### src/rtl/clk_div_multi.sv
// Multi-channel programmable clock divider: per-channel square wave plus one-cycle tick per period.
// Optional macro CLK_DIV_SYNC_EN adds a `sync` input that phase-aligns every channel.
module clk_div_multi #(
  parameter int          NCH      = 4,
  parameter int          CNT_W    = 32,
  parameter int unsigned DEF_HALF = 32'd2_500_000,
  localparam int         SEL_W    = (NCH > 1) ? $clog2(NCH) : 1
) (
  input  logic             clk,
  input  logic             rst,
  input  logic             en,
  input  logic             div_wr,
  input  logic [SEL_W-1:0] div_sel,
  input  logic [CNT_W-1:0] div_val,
`ifdef CLK_DIV_SYNC_EN
  input  logic             sync,
`endif
  output logic [NCH-1:0]   sq,
  output logic [NCH-1:0]   tick
);

  localparam logic [CNT_W-1:0] CNT_ZERO = {CNT_W{1'b0}};
  localparam logic [CNT_W-1:0] CNT_ONE  = {{(CNT_W-1){1'b0}}, 1'b1};

  logic [CNT_W-1:0] half_r [NCH];
  logic [CNT_W-1:0] half_s [NCH];
  logic [CNT_W-1:0] cnt_r  [NCH];
  logic [CNT_W-1:0] cnt_s  [NCH];
  logic [NCH-1:0]   sq_r;
  logic [NCH-1:0]   sq_s;
  logic [NCH-1:0]   tick_r;
  logic [NCH-1:0]   tick_s;
  logic             sync_s;

`ifdef CLK_DIV_SYNC_EN
  assign sync_s = sync;
`else
  assign sync_s = 1'b0;
`endif

  // Next-state per channel; a write beats sync, which beats disable and counting.
  always_comb begin
    for (int i = 0; i < NCH; i++) begin
      half_s[i] = half_r[i];
      cnt_s[i]  = cnt_r[i];
      sq_s[i]   = sq_r[i];
      tick_s[i] = 1'b0;
      if (div_wr && (int'(div_sel) == i)) begin
        half_s[i] = div_val;
        cnt_s[i]  = CNT_ZERO;
        sq_s[i]   = 1'b0;
      end else if (sync_s) begin
        cnt_s[i]  = CNT_ZERO;
        sq_s[i]   = 1'b0;
      end else if (half_r[i] == CNT_ZERO) begin
        cnt_s[i]  = CNT_ZERO;
        sq_s[i]   = 1'b0;
      end else if (en) begin
        if (cnt_r[i] == (half_r[i] - CNT_ONE)) begin
          cnt_s[i]  = CNT_ZERO;
          sq_s[i]   = ~sq_r[i];
          tick_s[i] = ~sq_r[i];
        end else begin
          cnt_s[i]  = cnt_r[i] + CNT_ONE;
          sq_s[i]   = sq_r[i];
          tick_s[i] = 1'b0;
        end
      end else begin
        cnt_s[i]  = cnt_r[i];
        sq_s[i]   = sq_r[i];
      end
    end
  end

  // State and output registers with synchronous reset to the default half-period.
  always_ff @(posedge clk) begin
    if (rst) begin
      for (int i = 0; i < NCH; i++) begin
        half_r[i] <= CNT_W'(DEF_HALF);
        cnt_r[i]  <= CNT_ZERO;
      end
      sq_r   <= {NCH{1'b0}};
      tick_r <= {NCH{1'b0}};
    end else begin
      for (int i = 0; i < NCH; i++) begin
        half_r[i] <= half_s[i];
        cnt_r[i]  <= cnt_s[i];
      end
      sq_r   <= sq_s;
      tick_r <= tick_s;
    end
  end

  assign sq   = sq_r;
  assign tick = tick_r;

endmodule

### config.mk
export PLATFORM = sky130hd
export DESIGN_NAME = clk_div_multi
export DESIGN_NICKNAME = d
export VERILOG_FILES = /design/src/rtl/clk_div_multi.sv
export SDC_FILE = /design/constraint.sdc
export NUM_CORES = 1
export LEC_CHECK = 0
export ABC_CLOCK_PERIOD_IN_PS = 4850
export CELL_PAD_IN_SITES_DETAIL_PLACEMENT = 1
export CELL_PAD_IN_SITES_GLOBAL_PLACEMENT = 2
export CORE_AREA = 2 2 217 197
export DETAILED_ROUTE_END_ITERATION = 10
export DIE_AREA = 0 0 219 199
export HOLD_SLACK_MARGIN = 0.06
export PLACE_DENSITY_LB_ADDON = 0.2
export SLEW_MARGIN = 15
export SYNTH_ARGS = -nofsm -noshare
export SYNTH_HDL_FRONTEND = slang
export SYNTH_SLANG_ARGS = --single-unit
### constraint.sdc
create_clock -name clk -period 4.85 [get_ports clk]
set_input_delay 0.97 -clock clk [delete_from_list [all_inputs] [get_ports clk]]
set_output_delay 0.97 -clock clk [all_outputs]
set_load 0.05 [all_outputs]
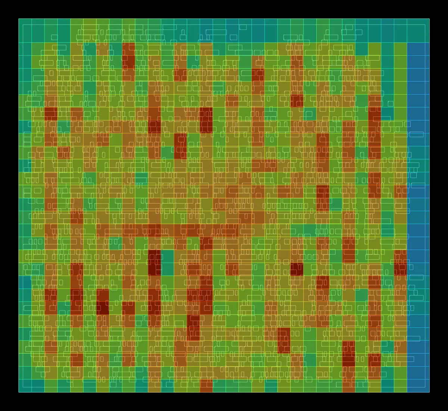
**Above:** run 1 (congestion heat map).
met1 usage: 31.7%
grt peak-use layer: met2
WL per Instance: 19.8 um

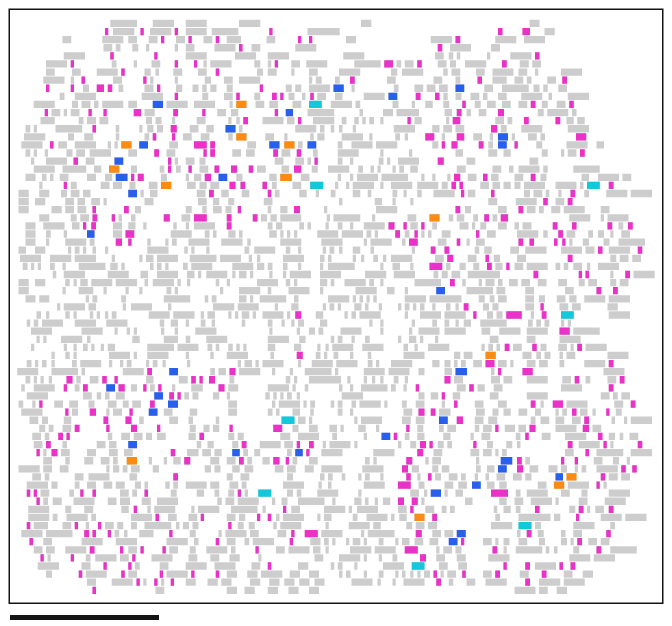
**Above:** run 1 (gate-type map).
Bar = 50 um.
[AND-OR and OR-AND gates] blue | cells: 35
[adder and majority cells] cyan | cells: 8
[multiplexers] orange | cells: 13
[NOR gates] magenta | cells: 346 | where: spread over the die
final non-filler cell total: 2524
Commonest Layout Cell: nand2_1
logic share of the area: 54.7%

==> Slide: Implementation Results, run 1 <==
Implementation Results

Place
  • DP HPWL: 36.5 mm
  • Placement Setup Slack: 1.04 ns
  • IO Port Bufs: 45
  • RePlAce Congestion: 0.878

Synthesis
  • MUX share of area: 0.867%
  • Area leader share: 34.9%
  • Compound Share, Synth: 10.9%
  • Post-synthesis register bit count: 264
  • Dominant cell type by area after synthesis: dfxtp_1
  • Ys flop type: dfxtp_1
  • Cells after Synth: 1959
  • EDFF count, synth: 0
  • Post-Synth XOR/XNOR Area: 15.5%
  • Count of cell types in the netlist: 79
  • Syn Std Cell Area: 15100 um2
  • Top-count cell post-synth: nand2_1
  • Post-synth seq share: 34.9%
  • Post-Syn Area per Cell: 7.73 um2
  • Top logic family: simple AND/OR/NAND/NOR gates
  • Yosys chip area: 15100 um2
  • Simple Share, Synth: 33.7%
  • Yosys warning count: 0
  • Adder share: 0.661%
  • Post-synth ARST share: 0%
  • Yosys cell count: 1959
  • Top cells, area: dfxtp_1, nand2_1, xor2_1
  • Commonest cells post-synth: nand2_1, dfxtp_1, nor2_1, xor2_1, xnor2_1
  • Synthesized Nets: 2005

Worst hold path
  • Min-Delay Path Depth: 1
  • Min-Delay Path Class: flip-flop to flip-flop
  • Worst Hold Path EP: tick[2]$_SDFF_PP0_
  • Hold path start: sq[2]$_SDFFE_PP0P_

Power
  • Maximum vdd drop: 0.266 mV
  • Pwr Total: 5280 uW
  • Leakage dissipation: 0.00589 uW
  • Pwr/cell area: 308 nW/um2

Floorplan
  • Die area: 43600 um2
  • Die Y: 199 um
  • Core Util at FP: 36.6%
  • Die width: 219 um
  • Ports: 46
  • Std-Cell Rows: 71
  • Core ar.: 41400 um2

Detailed routing
  • Wire length on met2: 23.0 mm
  • Top Layer Used: met4
  • Iteration count of the initial detailed-routing pass: 5
  • Post-route ant nets: 0
  • Iter 0 DRT Violations: 846
  • Met1 wire length: 24.5 mm
  • DR DRC count: 0
  • Met3 wire len: 1.34 mm
  • Routed vias/inst: 5.56

Clocking
  • Total CTS buffers: 31
  • Root buffer cell: clkbuf_16
  • Clk ins delay skew pair: 0.60 ns
  • H-tree levels: 1
  • CTS sink cnt: 264
  • CTS Hold Bufs: 0
  • CTS tree: yes
  • Post-cts resize count: 0
  • Reg clk slew, reported paths: 0.06 ns
  • Post-CTS Setup Bufs: 0
  • CTS Buffer Depth: 3

Global route
  • Grt ovf: 0
  • Met2 Resource Use GR: 38.6%
  • GRT Resource Usage Total: 23.0%
  • Vias in the first global route: 14100
  • Pin count of the biggest net entering global routing: 70
  • Initial antenna violation count: 0
  • Global-route wire length before repair: 79.8 mm

Run status
  • Outcome: complete, no violations

Timing
  • Setup WS post-layout: 1.09 ns
  • Max-slew violation count: 0
  • Slew at the pin with the worst max-slew slack: 0.889 ns
  • TNS Setup: 0 ns
  • Final setup vio count: 0
  • RSZ-0062 raised after global routing: false
  • Peak Freq: 0.266 GHz
  • Fin crit share: 77.6%
  • Post-Route Skew: 0.0184 ns
  • Fin crit period: 3.76 ns
  • Slew margin rel.: 40.2%
  • Final hold violations: 0

Worst setup path
  • Reg2reg start: half_r[2][0]$_SDFFE_PP0P_
  • Largest stage delay, worst path: 0.57 ns
  • Critical path capture point type: flip-flop
  • Crit path max-delay family: simple AND/OR/NAND/NOR gates
  • R2R setup slack: 1.09 ns
  • Crit path kind: flip-flop to flip-flop
  • Crit-path cells: inv_1, ha_1, nor3b_1, nand4_1, nor4_1, mux2i_1, a211o_1, nor4_2, a21o_1, buf_4, nor2_1
  • Startpoint types: flip-flop
  • Cells on worst reg2reg path: 11
  • CP arrival: 4.23 ns
  • Buffer and inverter count on the worst path: 2
  • Critical R2R Capture: cnt_r[2][23]$_SDFFE_PP0P_
  • Crit-path slowest cell: nor4_2
  • Required @ worst endpoint: 5.32 ns
  • Crit path max fanout: 29

Final layout
  • Fillers: 5100
  • Logic area: 9370 um2
  • Synth-to-Final Area Change: 13.1%
  • Top cells excl fill/tap: nand2_1, dfxtp_1, nor2_1, xor2_1, xnor2_1
  • Layout cells sized above 1: 5.46%
  • Reg area: 5290 um2
  • Final nets: 1999
  • Diodes inserted: 0

Flow run
  • Max-cap violations: 0
  • Tool Warnings: 26
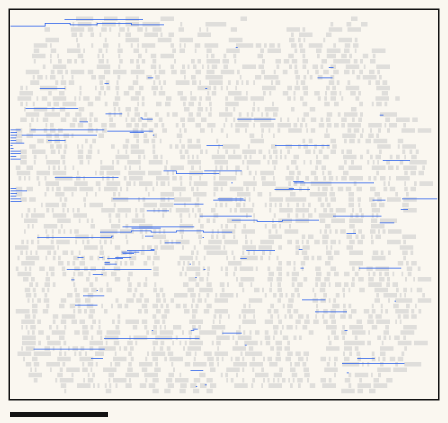
**Above:** run 1 (metal 3).
Bar = 50 um.
main direction: horizontal
longest straight run: 48.5 um
nets with wire on the layer: 73
Vias: 14000
WL final: 49.9 mm
grt met3 use: 2.72%

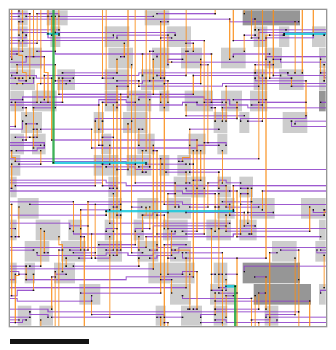
**Above:** run 1 (layout detail).
Bar = 10 um. Region (144, 30) to (184, 70) um. Cells in gray, sequential cells in the stronger gray; small squares are vias.
[met2] orange
[met3] cyan
[met1] purple
[met4] green
sequential cells in the window: 3
most frequent: xnor2_1 (10), nand2_1 (10), xor2_1 (8)
cells with their middle in the window: 87
netlist names of flops here include: cnt_r (2), sq (1)

run 1: sequential cells by signal, indices dropped and copies added (netlist names):
register / count
cnt_r: 128
half_r: 128
sq: 4
tick: 4
run 1: power by group:
group	total [uW]	internal, uW	switching [uW]
Combinational	467	179	289
Clock	2510	1540	968
Sequential	2300	2220	85.9
run 1: layout make-up:
type	count	share of cell area, %
Sequential cell	264	30.8
Inverter	23	0.504
Tap cell	547	3.99
Timing Repair Buffer	66	3.61
Multi-Input combinational cell	1567	54.7
Clock buffer	45	5.24
Clock inverter	12	1.10
run 1: worst max path at each step:
| stage | cells after the start | end | slack, ns | startpoint |
|---|---|---|---|---|
| floorplan | 10 | cnt_r[0][25]$_SDFFE_PP0P_ | 1.50 | half_r[0][2]$_SDFFE_PP0P_ |
| global placement | 9 | cnt_r[2][27]$_SDFFE_PP0P_ | 1.08 | half_r[2][12]$_SDFFE_PP0P_ |
| detailed placement | 9 | cnt_r[2][31]$_SDFFE_PP0P_ | 1.04 | half_r[2][12]$_SDFFE_PP0P_ |
| CTS | 9 | cnt_r[2][31]$_SDFFE_PP0P_ | 1.03 | half_r[2][12]$_SDFFE_PP0P_ |
| global route | 11 | cnt_r[2][23]$_SDFFE_PP0P_ | 0.69 | half_r[2][0]$_SDFFE_PP0P_ |
| finish | 11 | cnt_r[2][23]$_SDFFE_PP0P_ | 1.09 | half_r[2][0]$_SDFFE_PP0P_ |
run 1: through the flow:
step / utilization, % / hold slack (ns) / cells / area, um2
finish: 41.4 / 0.476 / 2524 / 17100
global route: 41.4 / 0.513 / 2524 / 17100
CTS: 41.4 / 0.486 / 2524 / 17100
detailed placement: 38.7 / 0.477 / 2467 / 16000
global placement: 38.7 / 0.467 / 2467 / 16000
floorplan: - / 0.456 / 1959 / 15100
**Run 1: the metal 1 layer**

Bar = 50 um. Supply wires on this layer in gray.
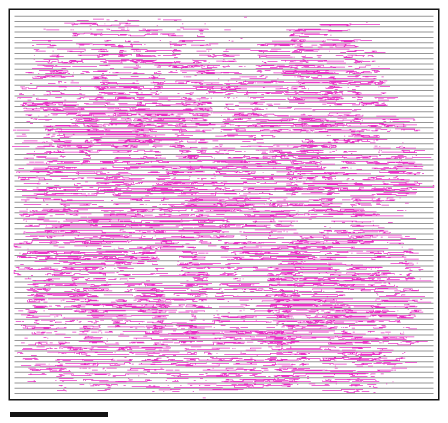

==> run 1 -> run 2 <==
--- a/config.mk
+++ b/config.mk
@@ -5,7 +5,7 @@
 export SDC_FILE = /design/constraint.sdc
 export NUM_CORES = 1
 export LEC_CHECK = 0
-export ABC_CLOCK_PERIOD_IN_PS = 4850
+export ABC_CLOCK_PERIOD_IN_PS = 3700
 export CELL_PAD_IN_SITES_DETAIL_PLACEMENT = 1
 export CELL_PAD_IN_SITES_GLOBAL_PLACEMENT = 2
 export CORE_AREA = 2 2 217 197
==> constraint.sdc (replaced) <==
create_clock -name clk -period 3.7 [get_ports clk]
set_input_delay 0.74 -clock clk [delete_from_list [all_inputs] [get_ports clk]]
set_output_delay 0.74 -clock clk [all_outputs]
set_load 0.05 [all_outputs]
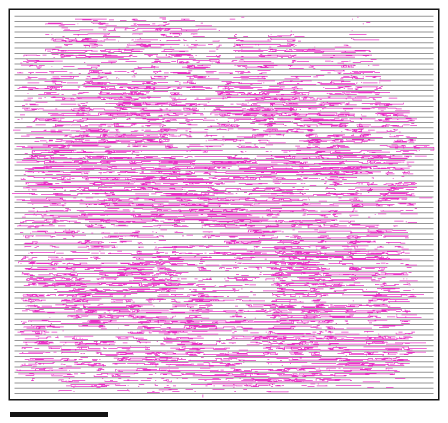
**Above:** run 2 (the metal 1 layer).
Bar = 50 um. Supply wires on this layer in gray.
longest straight run: 94.8 um
main direction: horizontal
wire length on this layer: 23.9 mm
WL final: 49.7 mm
Vias: 14100

==> run 2 against run 1 <==
Compared with the run above: synthesized cell count did not move; non-clock buffer count is 27 higher; clock skew decreased by 0.0056 ns; critical endpoint is now tick[1]$_SDFF_PP0_; largest cell class unchanged.
==> Slide: Implementation Results, run 2 <==
Implementation Results

Detailed routing
  • Iter 0 DRT Violations: 816 (-3.5%)
  • Iteration count of the initial detailed-routing pass: 5 (unchanged)
  • Post-route ant nets: 0 (unchanged)
  • WL per Instance: 19.5 um (-1.3%)
  • DR DRC count: 0 (unchanged)
  • Routed vias/inst: 5.53 (-0.58%)
  • Met1 wire length: 23.9 mm (-2.4%)
  • Met3 wire len: 1.72 mm (+28%)
  • Wire length on met2: 23.1 mm (about the same)

Synthesis
  • Commonest cells post-synth: nand2_1, dfxtp_1, nor2_1, xor2_1, xnor2_1
  • Post-synth seq share: 34.9% (unchanged)
  • Yosys cell count: 1959 (unchanged)
  • Yosys chip area: 15100 um2 (unchanged)
  • Cells after Synth: 1959 (unchanged)
  • Post-Syn Area per Cell: 7.73 um2 (unchanged)
  • Post-synthesis register bit count: 264 (unchanged)
  • Top-count cell post-synth: nand2_1
  • Post-synth ARST share: 0% (unchanged)
  • Yosys warning count: 0 (unchanged)
  • Ys flop type: dfxtp_1
  • Synthesized Nets: 2005 (unchanged)
  • Top cells, area: dfxtp_1, nand2_1, xor2_1
  • Dominant cell type by area after synthesis: dfxtp_1
  • Area leader share: 34.9% (unchanged)
  • Syn Std Cell Area: 15100 um2 (unchanged)
  • Count of cell types in the netlist: 79 (unchanged)

Power
  • Leakage dissipation: 0.00602 uW (+2.2%)
  • Pwr Total: 6810 uW (+29%)
  • Pwr/cell area: 392 nW/um2 (+27%)
  • Maximum vdd drop: 0.374 mV (+41%)

Final layout
  • Largest regs: cnt_r x128, half_r x128
  • Commonest Layout Cell: nand2_1
  • Final Util: 41.9% (+0.52 points)
  • Layout cells sized above 1: 6.89% (+1.4 points)
  • Synth-to-Final Area Change: 14.5%
  • Final non-filler cell total: 2550 (+1.0%)
  • Final Cell Area: 17400 um2 (+1.3%)
  • Top cells excl fill/tap: nand2_1, dfxtp_1, nor2_1, xor2_1, xnor2_1
  • Diodes inserted: 0 (unchanged)

Clocking
  • CTS tree: yes
  • Clk ins delay skew pair: 0.59 ns (about the same)
  • Post-CTS Setup Bufs: 0 (unchanged)
  • Root buffer cell: clkbuf_16
  • Post-cts resize count: 0 (unchanged)
  • CTS sink cnt: 264 (unchanged)
  • CTS Buffer Depth: 3 (unchanged)
  • CTS Hold Bufs: 0 (unchanged)

Timing
  • Final hold violations: 0 (unchanged)
  • Fin crit share: 95.4% (+18 points)
  • Fin crit period: 3.53 ns (-0.234 ns)
  • Slew at the pin with the worst max-slew slack: 0.841 ns (-0.0477 ns)
  • RSZ-0062 raised after global routing: false
  • Post-Route Skew: 0.0128 ns (-0.00558 ns)
  • Peak Freq: 0.283 GHz (+6.6%)
  • Final setup vio count: 0 (unchanged)
  • TNS Setup: 0 ns (unchanged)
  • Hold slack: 0.452 ns (-0.0235 ns)
  • Setup WS post-layout: 0.171 ns (-0.916 ns)
  • Slew margin rel.: 43.9% (+3.7 points)

Global route
  • Grt ovf: 0 (unchanged)
  • Global-route wire length before repair: 79.5 mm (-0.39%)
  • Vias in the first global route: 14300 (+1.3%)
  • Met2 Resource Use GR: 39.0% (+0.38 points)
  • Met1 usage: 30.9% (-0.78 points)
  • Grt peak-use layer: met2
  • Grt met3 use: 2.78% (+0.061 points)
  • GRT Resource Usage Total: 22.8% (-0.20 points)

Worst setup path
  • Crit path max fanout: 6 (-79%)
  • Worst path depth: 10 (-1)
  • Required @ worst endpoint: 4.20 ns (-1.12 ns)
  • Critical path capture point type: flip-flop
  • Critical R2R Capture: tick[1]$_SDFF_PP0_
  • Largest stage delay, worst path: 0.60 ns (+0.03 ns)
  • Crit path max-delay family: simple AND/OR/NAND/NOR gates
  • Cells on worst reg2reg path: 10 (-1)
  • CP arrival: 4.03 ns (-0.20 ns)
  • Reg2reg start: half_r[1][0]$_SDFFE_PP0P_
  • R2R setup slack: 0.17 ns (-0.92 ns)
  • Startpoint types: flip-flop
  • Buffer and inverter count on the worst path: 1 (-1)
  • Crit-path slowest cell: a2111oi_0
  • Crit path kind: flip-flop to flip-flop
  • Crit-path cells: inv_1, ha_1, nor4b_2, nand4_1, or2_2, o31a_1, a2111oi_0, nand2_1, or4_1, nor3_1

Worst hold path
  • Worst Hold Path EP: tick[2]$_SDFF_PP0_
  • Min-Delay Path Depth: 1 (unchanged)
  • Min-Delay Path Class: flip-flop to flip-flop
  • Hold path start: sq[2]$_SDFFE_PP0P_

Run status
  • Outcome: complete, no violations

Place
  • IO Port Bufs: 45 (unchanged)
  • RePlAce Congestion: 0.862 (-1.8%)
  • Placed cell areas: 16300 um2 (+1.5%)
  • Placement Setup Slack: 0.0782 ns (-0.966 ns)
  • Post-Place Cells: 2494 (+1.1%)
  • DP HPWL: 36.8 mm (+0.83%)

Flow run
  • Tool Warnings: 26 (unchanged)
  • Max-cap violations: 0 (unchanged)

Floorplan
  • Die width: 219 um (unchanged)
  • Core ar.: 41400 um2 (unchanged)
  • Std-Cell Rows: 71 (unchanged)
  • Die Y: 199 um (unchanged)
  • Core Util at FP: 36.6% (unchanged)
  • Die area: 43600 um2 (unchanged)
==> run 2: cell counts after synthesis <==
No cell type changed its count.
==> run 2: worst max-delay path by stage <==
stage / slack [ns] / to / startpoint
floorplan: 0.35 / cnt_r[0][25]$_SDFFE_PP0P_ / half_r[0][2]$_SDFFE_PP0P_
global placement: -0.06 / tick[1]$_SDFF_PP0_ / half_r[1][15]$_SDFFE_PP0P_
detailed placement: 0.08 / tick[1]$_SDFF_PP0_ / half_r[1][15]$_SDFFE_PP0P_
CTS: 0.06 / tick[1]$_SDFF_PP0_ / half_r[1][15]$_SDFFE_PP0P_
global route: 0.04 / cnt_r[1][31]$_SDFFE_PP0P_ / half_r[1][0]$_SDFFE_PP0P_
finish: 0.17 / tick[1]$_SDFF_PP0_ / half_r[1][0]$_SDFFE_PP0P_
==> run 2: kinds of logic (layout without fill, tap and decap cells) <==
logic type / count (synthesis) / in the layout / synth area share (%)
adders and majority gates: 8 / 8 / 0.661
xor gates and xnor gates: 266 / 266 / 15.5
DFF: 264 / 264 / 34.9
muxes: 13 / 13 / 0.867
and+or+nand+nor: 1022 / 1022 / 33.7
AOI/OAI and AO/OA: 258 / 258 / 10.9
buffers and inverters: 128 / 172 / 3.49
==> run 2: where the power goes <==
part / internal (uW) / switching (uW) / total, uW
logic: 248 / 383 / 631
registers: 2900 / 109 / 3010
clock network: 1890 / 1280 / 3170
==> run 2: layout make-up <==
| class | count | area (um2) |
|---|---|---|
| clock buffer | 47 | 946 |
| clock inverter | 9 | 106 |
| fill | 5086 | 24000 |
| inverter | 23 | 86.3 |
| multi-input combinational | 1567 | 9380 |
| sequential | 264 | 5290 |
| tap | 547 | 684 |
| timing repair buffer | 93 | 858 |
**Run 2: congestion heat map**

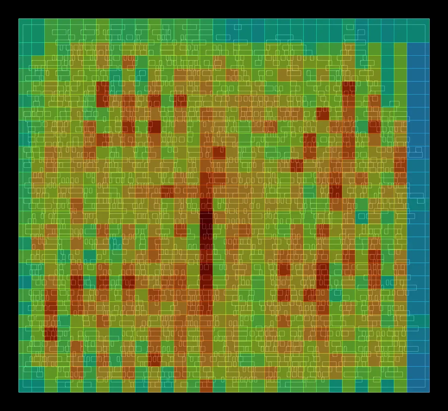

==> run 2 -> run 3 <==
--- a/config.mk
+++ b/config.mk
@@ -8,9 +8,9 @@
 export ABC_CLOCK_PERIOD_IN_PS = 3700
 export CELL_PAD_IN_SITES_DETAIL_PLACEMENT = 1
 export CELL_PAD_IN_SITES_GLOBAL_PLACEMENT = 2
-export CORE_AREA = 2 2 217 197
+export CORE_AREA = 2 2 223 203
 export DETAILED_ROUTE_END_ITERATION = 10
-export DIE_AREA = 0 0 219 199
+export DIE_AREA = 0 0 225 205
 export HOLD_SLACK_MARGIN = 0.06
 export PLACE_DENSITY_LB_ADDON = 0.2
 export SLEW_MARGIN = 15
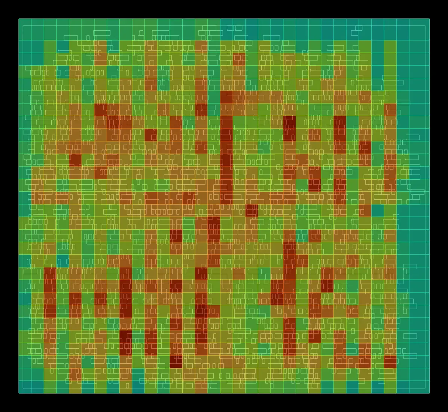
**Above:** run 3 (congestion heat map).
grt met3 use: 3.16%
Final Util: 39.7%
met2 Resource Use GR: 36.8%

==> run 3 against run 2 <==
Compared with the run above: via count rose by 0.79%; global-route usage decreased by 0.50 points; wire length grew 2.1%; power up 1.1%; largest cell class unchanged.
==> Slide: Implementation Results, run 3 <==
Implementation Results

Worst hold path
  • Min-Delay Path Class: flip-flop to flip-flop
  • Hold path start: sq[2]$_SDFFE_PP0P_
  • Min-Delay Path Depth: 1 (unchanged)

Global route
  • Global-route wire length before repair: 81.5 mm (+2.4%)
  • Vias in the first global route: 14400 (+0.70%)
  • GRT Resource Usage Total: 22.3% (-0.50 points)

Synthesis
  • Yosys warning count: 0 (unchanged)
  • Adder share: 0.661% (unchanged)
  • Post-Synth XOR/XNOR Area: 15.5% (unchanged)
  • Post-synthesis register bit count: 264 (unchanged)
  • Dominant cell type by area after synthesis: dfxtp_1
  • Commonest cells post-synth: nand2_1, dfxtp_1, nor2_1, xor2_1, xnor2_1
  • Yosys cell count: 1959 (unchanged)
  • Count of cell types in the netlist: 79 (unchanged)
  • Top cells, area: dfxtp_1, nand2_1, xor2_1
  • Ys flop type: dfxtp_1
  • Post-Syn Area per Cell: 7.73 um2 (unchanged)
  • Top logic family: simple AND/OR/NAND/NOR gates
  • Synthesized Nets: 2005 (unchanged)
  • Area leader share: 34.9% (unchanged)
  • Yosys chip area: 15100 um2 (unchanged)
  • Post-synth ARST share: 0% (unchanged)
  • Syn Std Cell Area: 15100 um2 (unchanged)
  • Cells after Synth: 1959 (unchanged)
  • MUX share of area: 0.867% (unchanged)
  • Top-count cell post-synth: nand2_1
  • Post-synth seq share: 34.9% (unchanged)
  • Simple Share, Synth: 33.7% (unchanged)

Clocking
  • CTS tree: yes
  • Post-CTS Setup Bufs: 0 (unchanged)
  • Clk ins delay skew pair: 0.56 ns (-0.03 ns)
  • CTS sink cnt: 264 (unchanged)
  • Post-cts resize count: 0 (unchanged)
  • CTS Buffer Depth: 3 (unchanged)

Detailed routing
  • Post-route ant nets: 0 (unchanged)
  • Routed vias/inst: 5.53 (about the same)
  • DR DRC count: 0 (unchanged)
  • WL final: 50.8 mm (+2.1%)
  • Vias: 14200 (+0.79%)
  • Iteration count of the initial detailed-routing pass: 5 (unchanged)
  • WL per Instance: 19.8 um (+1.4%)
  • Iter 0 DRT Violations: 822 (+0.74%)

Worst setup path
  • CP endpoint: cnt_r[0][25]$_SDFFE_PP0P_
  • Crit path max fanout: 31 (+25)
  • Startpoint types: flip-flop
  • Crit-path cells: or4_1, nor3_1, nand2_1, xnor2_1, or4_1, or4_1, nor3_4, buf_12, nor3_1
  • Reg2reg start: half_r[0][3]$_SDFFE_PP0P_
  • Cells on worst reg2reg path: 9 (-1)
  • Crit path kind: flip-flop to flip-flop
  • R2R setup slack: 0.18 ns (about the same)
  • Crit-path slowest cell: or4_1
  • Critical R2R Capture: cnt_r[0][25]$_SDFFE_PP0P_
  • Critical path capture point type: flip-flop
  • CP arrival: 3.94 ns (-0.09 ns)
  • Required @ worst endpoint: 4.13 ns (-0.07 ns)

Floorplan
  • Core Util at FP: 34.6% (-2.0 points)
  • Std-Cell Rows: 73 (+2.8%)
  • Core ar.: 43800 um2 (+5.7%)
  • Die width: 225 um (+2.7%)
  • Die area: 46100 um2 (+5.8%)

Timing
  • Fin crit share: 95.1% (-0.26 points)
  • Post-Route Skew: 0.0212 ns (+0.00845 ns)
  • Setup WS post-layout: 0.180 ns (+0.00958 ns)
  • Slew margin rel.: 42.6% (-1.2 points)
  • RSZ-0062 raised after global routing: false
  • Peak Freq: 0.284 GHz (+0.27%)
  • Final setup vio count: 0 (unchanged)
  • Slew at the pin with the worst max-slew slack: 0.860 ns (+0.0183 ns)
  • Fin crit period: 3.52 ns (-0.00958 ns)
  • Final hold violations: 0 (unchanged)
  • TNS Setup: 0 ns (unchanged)

Final layout
  • Commonest Layout Cell: nand2_1
  • Final non-filler cell total: 2568 (+0.71%)
  • Synth-to-Final Area Change: 14.8%
  • Diodes inserted: 0 (unchanged)
  • Top cells excl fill/tap: nand2_1, dfxtp_1, nor2_1, xor2_1, xnor2_1
  • Layout cells sized above 1: 6.83% (-0.060 points)
  • Largest regs: cnt_r x128, half_r x128

Power
  • Leakage dissipation: 0.00604 uW (+0.24%)
  • Reg power frac: 43.8% (-0.4 points)
  • Maximum vdd drop: 0.337 mV (-9.9%)
  • Clock network fraction of total power: 47.1% (+0.6 points)
  • P_sw: 1820 uW (+2.8%)
  • P_int: 5060 uW (+0.51%)
  • Net Sw Frac: 26.5% (+0.44 points)
  • Pwr/cell area: 396 nW/um2 (+0.88%)

Place
  • DP HPWL: 37.4 mm (+1.6%)
  • Placement Setup Slack: 0.109 ns (+0.0308 ns)
  • RePlAce Congestion: 0.837 (-2.9%)
  • Post-Place Cells: 2508 (+0.56%)
  • IO Port Bufs: 45 (unchanged)

Flow run
  • Max-cap violations: 0 (unchanged)
  • Tool Warnings: 26 (unchanged)

Run status
  • Outcome: complete, no violations
## run 3: netlist changes by cell type in the layout (fill, tap and decap cells not counted), sizes merged
cell | previous run | this run
clkinv | 3 | 8
clkinvlp | 3 | 1
buf | 49 | 48
bufinv | 2 | 1
clkbuf | 47 | 48
inv | 24 | 25
## run 3: layer usage
| metal | up-vias | part of all wire (%) | track usage [%] |
|---|---|---|---|
| met4 | 0 | 2.8 | 7.59 |
| met1 | 7000 | 48 | 29.9 |
| li1 | 6929 | - | - |
| met5 | - | 0 | 0 |
| met2 | 208 | 46 | 36.8 |
| met3 | 73 | 3.8 | 3.16 |
## run 3: final cells by class
type | count | area (um2)
tap | 562 | 703
fill | 5270 | 26400
sequential | 264 | 5290
multi-input combinational | 1567 | 9380
clock inverter | 12 | 98.8
clock buffer | 48 | 975
timing repair buffer | 92 | 863
inverter | 23 | 86.3
## run 3: worst max-delay path: cells and delay by family, from the launching register on
family	cells	cell delay (ns)
flip-flops	1	0.37
buffers and inverters	1	0.22
AND/OR/NAND/NOR	7	2.64
XOR/XNOR	1	0.14
## run 3: metrics by stage
stage | total power (uW) | utilization (%) | hold WS, ns | area (um2)
floorplan | 3430 | - | 0.456 | 15100
global placement | 3690 | 37.3 | 0.449 | 16300
detailed placement | 3700 | 37.3 | 0.471 | 16300
CTS | 7010 | 39.7 | 0.478 | 17400
global route | 7180 | 39.7 | 0.492 | 17400
finish | 6880 | 39.7 | 0.472 | 17400
## run 3: power by group through the flow
stage               logic, uW  clock network [uW]  registers, uW
finish                    632                3240           3010
global route              697                3460           3020
CTS                       633                3370           3010
detailed placement        629                   0           3070
global placement          617                   0           3070
floorplan                 409                   0           3020
No activity file was given, so power comes from the tool's default toggle rates.
